Figure 1. Sequential cells coloured by netlist name.
(2 px per um) Other sequential cells in the stronger grey, the rest of the logic in the fainter grey.
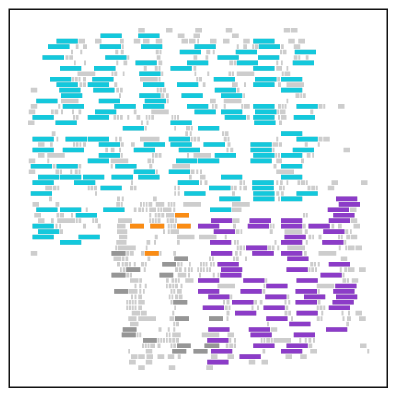
Figure 2. Routing congestion map.
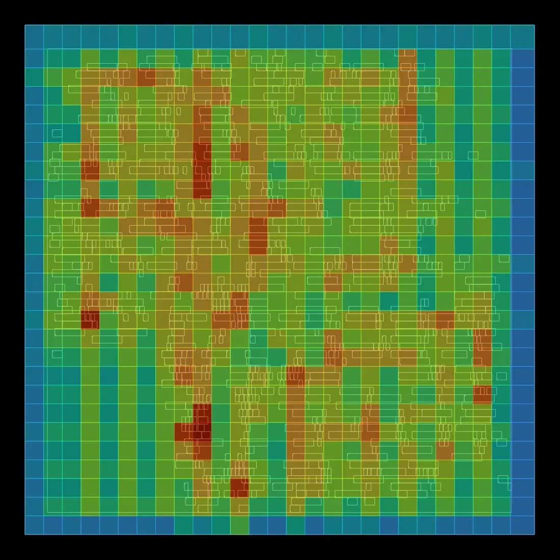
## src/rtl/mvprod_chunk_sequencer_if.sv

```systemverilog
// Byte-stream and MVProd-engine bundle for mvprod_chunk_sequencer.
// master = sequencer side, slave = the upstream/downstream/engine side.
// Bytes are two's-complement but are passed through untouched, so they are
// carried as plain 8-bit vectors.
interface mvprod_chunk_sequencer_if #(
   parameter int WorkingRegs = 4
);
   // upstream byte stream
   logic                        in_valid;
   logic [7:0]                  in_byte;
   logic                        in_ready;
   // downstream byte stream
   logic                        out_valid;
   logic [7:0]                  out_byte;
   logic                        out_ready;
   // engine side
   logic                        eng_in_data_ready;
   logic [WorkingRegs-1:0][7:0] eng_in_data;
   logic                        eng_req_chunk_in;
   logic                        eng_req_chunk_ptr_rst;
   logic                        eng_req_chunk_out;
   logic [7:0]                  eng_write_out_data;
   logic                        eng_out_vector_valid;

   modport master (
      input  in_valid, in_byte, out_ready,
      input  eng_req_chunk_in, eng_req_chunk_ptr_rst, eng_req_chunk_out,
      input  eng_write_out_data, eng_out_vector_valid,
      output in_ready, out_valid, out_byte, eng_in_data_ready, eng_in_data
   );

   modport slave (
      output in_valid, in_byte, out_ready,
      output eng_req_chunk_in, eng_req_chunk_ptr_rst, eng_req_chunk_out,
      output eng_write_out_data, eng_out_vector_valid,
      input  in_ready, out_valid, out_byte, eng_in_data_ready, eng_in_data
   );
endinterface

```

## src/rtl/mvprod_chunk_sequencer.sv

```systemverilog
// mvprod_chunk_sequencer: buffers one input vector, serves it to an MVProd
// engine in WorkingRegs-wide chunks, collects the engine's result bytes and
// streams them out. One vector in flight: LOAD -> KICK -> RUN -> DRAIN.
// Optional: define MVPROD_SEQ_ERR_EN to build the sticky seq_err checker;
// otherwise seq_err is tied low.
module mvprod_chunk_sequencer #(
   parameter int InVecLength  = 16,
   parameter int OutVecLength = 8,
   parameter int WorkingRegs  = 4
) (
   input  logic                        clk_in,
   input  logic                        rst_in,
   mvprod_chunk_sequencer_if.master    bus,
   output logic                        busy,
   output logic                        seq_err
);
   localparam int NCH = InVecLength / WorkingRegs;
   localparam int LIW = $clog2(InVecLength) + 1;
   localparam int LAW = $clog2(InVecLength);
   localparam int OIW = $clog2(OutVecLength) + 1;
   localparam int OAW = $clog2(OutVecLength);
   localparam int PW  = $clog2(NCH) + 1;

   localparam logic [LIW-1:0] LD_LAST  = LIW'(InVecLength - 1);
   localparam logic [OIW-1:0] OUT_LAST = OIW'(OutVecLength - 1);
   localparam logic [OIW-1:0] OUT_FULL = OIW'(OutVecLength);
   localparam logic [PW-1:0]  PTR_LAST = PW'(NCH - 1);

   typedef enum logic [1:0] {S_LOAD, S_KICK, S_RUN, S_DRAIN} state_t;

   state_t         state, state_nxt;
   logic           ld_en;
   logic [LIW-1:0] ld_idx;
   logic [PW-1:0]  ptr;
   logic [OIW-1:0] out_idx;
   logic [OIW-1:0] rd_idx;
   logic [7:0]     ibuf [InVecLength];
   logic [7:0]     obuf [OutVecLength];

   logic in_acc, out_acc, out_cap;
   assign in_acc  = bus.in_valid & bus.in_ready;
   assign out_acc = bus.out_valid & bus.out_ready;
   assign out_cap = (state == S_RUN) && bus.eng_req_chunk_out && (out_idx != OUT_FULL);

   assign busy         = (state != S_LOAD) || (ld_idx != '0);
   assign bus.out_byte = obuf[rd_idx[OAW-1:0]];

   // state register
   always_ff @(posedge clk_in) begin
      if (rst_in) state <= S_LOAD;
      else        state <= state_nxt;
   end

   // next state and handshake outputs
   always_comb begin
      state_nxt             = state;
      bus.in_ready          = 1'b0;
      bus.out_valid         = 1'b0;
      bus.eng_in_data_ready = 1'b0;
      case (state)
         S_LOAD: begin
            // ld_en keeps in_ready low for the first cycle out of reset
            bus.in_ready = ld_en;
            if (bus.in_valid && ld_en && ld_idx == LD_LAST) state_nxt = S_KICK;
         end
         S_KICK: begin
            bus.eng_in_data_ready = 1'b1;
            state_nxt             = S_RUN;
         end
         S_RUN: begin
            // a byte arriving with vector_valid is still captured (out_cap)
            if (bus.eng_out_vector_valid || out_idx == OUT_FULL ||
                (out_cap && out_idx == OUT_LAST))
               state_nxt = S_DRAIN;
         end
         S_DRAIN: begin
            bus.out_valid = 1'b1;
            if (bus.out_ready && rd_idx == OUT_LAST) state_nxt = S_LOAD;
         end
         default: state_nxt = S_LOAD;
      endcase
   end

   // counters and pointers
   always_ff @(posedge clk_in) begin
      if (rst_in) begin
         ld_en   <= 1'b0;
         ld_idx  <= '0;
         ptr     <= '0;
         out_idx <= '0;
         rd_idx  <= '0;
      end else begin
         ld_en <= 1'b1;
         case (state)
            S_LOAD: if (in_acc) ld_idx <= (ld_idx == LD_LAST) ? '0 : ld_idx + 1'b1;
            S_KICK: begin
               ptr     <= '0;
               out_idx <= '0;
               rd_idx  <= '0;
            end
            S_RUN: begin
               if (bus.eng_req_chunk_ptr_rst) ptr <= '0;
               else if (bus.eng_req_chunk_in) ptr <= (ptr == PTR_LAST) ? '0 : ptr + 1'b1;
               if (out_cap) out_idx <= out_idx + 1'b1;
            end
            S_DRAIN: if (out_acc) rd_idx <= rd_idx + 1'b1;
            default: ;
         endcase
      end
   end

   // data buffers, no reset needed
   always_ff @(posedge clk_in) begin
      if (state == S_LOAD && in_acc) ibuf[ld_idx[LAW-1:0]] <= bus.in_byte;
      if (out_cap) obuf[out_idx[OAW-1:0]] <= bus.eng_write_out_data;
   end

   // chunk mux: byte k of the vector sits at chunk k/WR, lane k%WR
   always_comb begin
      bus.eng_in_data = '0;
      for (int c = 0; c < NCH; c++)
         if (ptr == PW'(c))
            for (int l = 0; l < WorkingRegs; l++)
               bus.eng_in_data[l] = ibuf[c*WorkingRegs + l];
   end

`ifdef MVPROD_SEQ_ERR_EN
   logic err_q, err_hit;
   assign err_hit =
      ((bus.eng_req_chunk_in | bus.eng_req_chunk_ptr_rst | bus.eng_req_chunk_out) && state != S_RUN) ||
      (bus.eng_req_chunk_out && out_idx == OUT_FULL) ||
      (bus.eng_out_vector_valid && out_idx != OUT_FULL);

   // sticky protocol error, cleared only by reset
   always_ff @(posedge clk_in) begin
      if (rst_in)       err_q <= 1'b0;
      else if (err_hit) err_q <= 1'b1;
   end
   assign seq_err = err_q;
`else
   assign seq_err = 1'b0;
`endif
endmodule
```

## src/flat_wrapper.sv

```systemverilog
// flat-port wrapper written by rule: the top's interface ports become plain ports
module mvprod_chunk_sequencer_flat 
#(
   parameter int InVecLength  = 16,
   parameter int OutVecLength = 8,
   parameter int WorkingRegs  = 4
)
  (clk_in, rst_in, busy, seq_err, bus_in_valid, bus_in_byte, bus_out_ready, bus_eng_req_chunk_in, bus_eng_req_chunk_ptr_rst, bus_eng_req_chunk_out, bus_eng_write_out_data, bus_eng_out_vector_valid, bus_in_ready, bus_out_valid, bus_out_byte, bus_eng_in_data_ready, bus_eng_in_data);
  mvprod_chunk_sequencer_if #(.WorkingRegs(WorkingRegs)) bus_i ();
  input  logic clk_in;
  input  logic rst_in;
  output logic busy;
  output logic seq_err;
  input wire logic [$bits(bus_i.in_valid)-1:0] bus_in_valid;
  input wire logic [$bits(bus_i.in_byte)-1:0] bus_in_byte;
  input wire logic [$bits(bus_i.out_ready)-1:0] bus_out_ready;
  input wire logic [$bits(bus_i.eng_req_chunk_in)-1:0] bus_eng_req_chunk_in;
  input wire logic [$bits(bus_i.eng_req_chunk_ptr_rst)-1:0] bus_eng_req_chunk_ptr_rst;
  input wire logic [$bits(bus_i.eng_req_chunk_out)-1:0] bus_eng_req_chunk_out;
  input wire logic [$bits(bus_i.eng_write_out_data)-1:0] bus_eng_write_out_data;
  input wire logic [$bits(bus_i.eng_out_vector_valid)-1:0] bus_eng_out_vector_valid;
  output wire logic [$bits(bus_i.in_ready)-1:0] bus_in_ready;
  output wire logic [$bits(bus_i.out_valid)-1:0] bus_out_valid;
  output wire logic [$bits(bus_i.out_byte)-1:0] bus_out_byte;
  output wire logic [$bits(bus_i.eng_in_data_ready)-1:0] bus_eng_in_data_ready;
  output wire logic [$bits(bus_i.eng_in_data)-1:0] bus_eng_in_data;
  assign bus_i.in_valid = bus_in_valid;
  assign bus_i.in_byte = bus_in_byte;
  assign bus_i.out_ready = bus_out_ready;
  assign bus_i.eng_req_chunk_in = bus_eng_req_chunk_in;
  assign bus_i.eng_req_chunk_ptr_rst = bus_eng_req_chunk_ptr_rst;
  assign bus_i.eng_req_chunk_out = bus_eng_req_chunk_out;
  assign bus_i.eng_write_out_data = bus_eng_write_out_data;
  assign bus_i.eng_out_vector_valid = bus_eng_out_vector_valid;
  assign bus_in_ready = bus_i.in_ready;
  assign bus_out_valid = bus_i.out_valid;
  assign bus_out_byte = bus_i.out_byte;
  assign bus_eng_in_data_ready = bus_i.eng_in_data_ready;
  assign bus_eng_in_data = bus_i.eng_in_data;
  mvprod_chunk_sequencer #(.InVecLength(InVecLength), .OutVecLength(OutVecLength), .WorkingRegs(WorkingRegs)) u_core (.clk_in(clk_in), .rst_in(rst_in), .bus(bus_i), .busy(busy), .seq_err(seq_err));
endmodule
```

## config.mk

```make
export PLATFORM = sky130hd
export DESIGN_NAME = mvprod_chunk_sequencer_flat
export DESIGN_NICKNAME = d
export VERILOG_FILES = /design/src/rtl/mvprod_chunk_sequencer_if.sv /design/src/rtl/mvprod_chunk_sequencer.sv /design/src/flat_wrapper.sv
export SDC_FILE = /design/constraint.sdc
export NUM_CORES = 1
export LEC_CHECK = 0
export ABC_AREA = 1
export CORE_MARGIN = 8
export CORE_UTILIZATION = 30
export DETAILED_ROUTE_END_ITERATION = 16
export GPL_TIMING_DRIVEN = 0
export PLACE_DENSITY_LB_ADDON = 0.08
export REMOVE_ABC_BUFFERS = 1
export SLEW_MARGIN = 5
export SYNTH_ARGS = -nofsm -noshare
export SYNTH_HDL_FRONTEND = slang
export SYNTH_SLANG_ARGS = --single-unit
export TNS_END_PERCENT = 30
```

## constraint.sdc

```tcl
create_clock -name clk_in -period 5.9 [get_ports clk_in]
set_clock_uncertainty 0.1 [all_clocks]
set_input_delay 1.18 -clock clk_in [delete_from_list [all_inputs] [get_ports clk_in]]
set_output_delay 1.18 -clock clk_in [all_outputs]
set_load 0.02 [all_outputs]
```

==> run summary <==
Notes on the physical implementation.

- The count of nets left with antenna violations after detail routing is 0, for reference.
- The average instance in the mapped netlist occupies 11.7 sq um.
- The DRC violation count after routing is 0, for reference.
- The script extracted a total leakage power of 3.67 nW.
- The stage logs contain a warning count of 36.
- The iteration count recorded for the first detailed-route pass is 4.
- For reference, the most critical setup path is categorized as reg -> out.
- The final hold slack is roughly 0.36 ns, for reference.
- The sum of overflow across all layers after global routing is 0, for reference.
- The power consumption is 3.75 mW, for reference.
- The share of flip-flops with an asynchronous set or reset after synthesis is 0%, for reference.
- Per the final report, max-transition violations number 0.
- Per the synthesis report, the simple-gate share of the synthesized area is a little over an eighth.
- The number of cell rows is 63, for reference.
- The power share of the clock group is 37.3%, for reference.
- For this run, the top clock speed supported by timing is 0.190 GHz.
- The maximum number of pins on one net before global-route repair is 69, for reference.
- Counting only logic cells after layout, the most numerous master is edfxtp_1.
- The cell type with the largest total area is edfxtp_1, for reference.
- For this block, the via count after detailed routing is about 5700.
- In this run the post-CTS setup repair buffer count came out at 0.
- After floorplanning, the die was sized to cover 35500 sq um.
- The tally of yosys warning messages is 0, for reference.
- The total of flip-flops plus latches after synthesis is 214, for reference.
- The startpoint of the lowest-slack hold path is u_core.rd_idx[3], for reference.
- The first global-routing pass estimated 33.6 mm of wire.
- Per the GRT log, the top usage layer is met2.
- The power report lists cell-internal power as 2.75 mW.
- The required time of the worst setup path is about 4.6 ns, for reference.
- The run finished with clean final reports.
- Ranked by total cell area, the synthesized netlist is headed by edfxtp_1 (65%), dfxtp_1 (4.9%), nor2_1 (4.3%).
- The placer's final routability congestion estimate is 0.715, for reference.
- Input and output buffers added on the ports amount to 67.
- The final non-filler cell total is 1221, for reference.
- The number of clock buffers added by TritonCTS is 25.
- The clock period minus worst slack is 5.27 ns, for reference.
- The register with the most flip-flops in the layout has 128 of them.
- After Yosys synthesis, AND-OR and OR-AND compound gates account for under 10% of the synthesized area.
- Global routing used 12.0% of the available tracks.
- The floorplan die height is 188 um, for reference.
- The areal power density over the cells is between 300 and 400 nW/um^2, for reference.
- The power dissipated by switching net loads is between 0.9 and 1 mW, for reference.
- The proportion of power drawn by combinational gates is between 10% and 20%, for reference.
- The half-perimeter wire length after detailed placement is 13.0 mm, for reference.
- Buffers inserted to repair hold after CTS numbered 0.
- The horizontal die dimension is 188 um, for reference.
- In this run, placement finished with an instance count of around 1200.
- The synthesized netlist cell count is between 700 and 800, for reference.
- The worst-case reg-to-reg path depth is 4, for reference.
- Per the timing report, the most critical flop-to-flop path originates at u_core.ptr[2].
- Headroom to the max-slew limit came out at between 20% and 30%.
- The data arrival time at the worst-slack endpoint is 3.99 ns, for reference.
- Setup total negative slack on the finished layout was measured at 0 ns.
- The synthesized netlist was found by Yosys to have ~760 cells.
- The share of Yosys cell area claimed by the top area cell type is 64.7%, for reference.
- The area taken by flip-flops and latches is approximately 6200 sq um, for reference.
- The proportion of total power due to net switching is a little over a quarter, for reference.
- Endpoints with negative setup slack in the final report add up to 0.
- The post-route netlist has 6.98% of its cells at a drive strength greater than 1.
- The instance area at placement is slightly below 10000 sq um, for reference.
- The post-synth design cell area is roughly 9000 sq um, for reference.
- The final number of hold-violating endpoints is 0, for reference.
- The final timing summary puts the cycle share of the worst path at 89.3%.
- The post-cts repair resize count is 0, for reference.
- The final setup slack of the worst path is about 0.63 ns, for reference.
- The placeable core region is 29400 sq um, for reference.
- Across the run, the number of max-cap violations was 0.
- The clock latency of the later-clocked register in the worst-skew pair is approximately 0.5 ns, for reference.
- The most repeated cell in the gate-level netlist after synthesis is edfxtp_1, for reference.
- Sequential elements use 69.7% of the synthesized area.
- The H-tree depth reported by CTS is 1, for reference.
- The synthesis-to-layout area growth is 19.4%, for reference.
- The prevailing post-synth register cell is edfxtp_1, for reference.
- The initial antenna violation count is 0, for reference.
- The count of library flops with an enable pin is 192, for reference.
- The first-iteration detailed-routing DRC count is 283, for reference.
-- Figure 1 (at the start) --
[u_core.ld_idx] orange | sequential cells: 5 | where: centre
[u_core.obuf] purple | sequential cells: 64
[u_core.ibuf] cyan | sequential cells: 128
sequential cell area share: 58.4%
Power Sequential: 1.71 mW

-- Figure 2 (at the start) --
Final Core Density: 36.2%
GRT met2 Usage: 20.2%
met3 global-route usage: 2.29%
average detailed-routed wire length per instance: 17.6 um

[worst max-delay path, cell delays in order, from the launching register on]
cell             delay (ns)
dfxtp_1                0.32
clkinv_2               0.81
nand2_2                1.12
buf_16                 0.25
nor2_1                 0.05
a31oi_1                0.24
clkdlybuf4s50_1        0.66
[final cells by class]
| type | count | area share, % |
|---|---|---|
| repair buffers | 68 | 6.56 |
| clock inverters | 12 | 0.600 |
| clock buffers | 32 | 6.42 |
| multi-input cells | 441 | 21.2 |
| flip-flops and latches | 214 | 58.4 |
| well taps | 390 | 4.59 |
| inverters | 64 | 2.27 |
[routing by layer]
layer | up-vias | wire (um) | share of wire, %
li1 | 2786 | - | -
met1 | 2758 | 9780 | 46
met2 | 111 | 10300 | 48
met3 | 30 | 1020 | 4.8
met4 | 0 | 386 | 1.8
met5 | - | 0 | 0
No activity file was given, so power comes from the tool's default toggle rates.
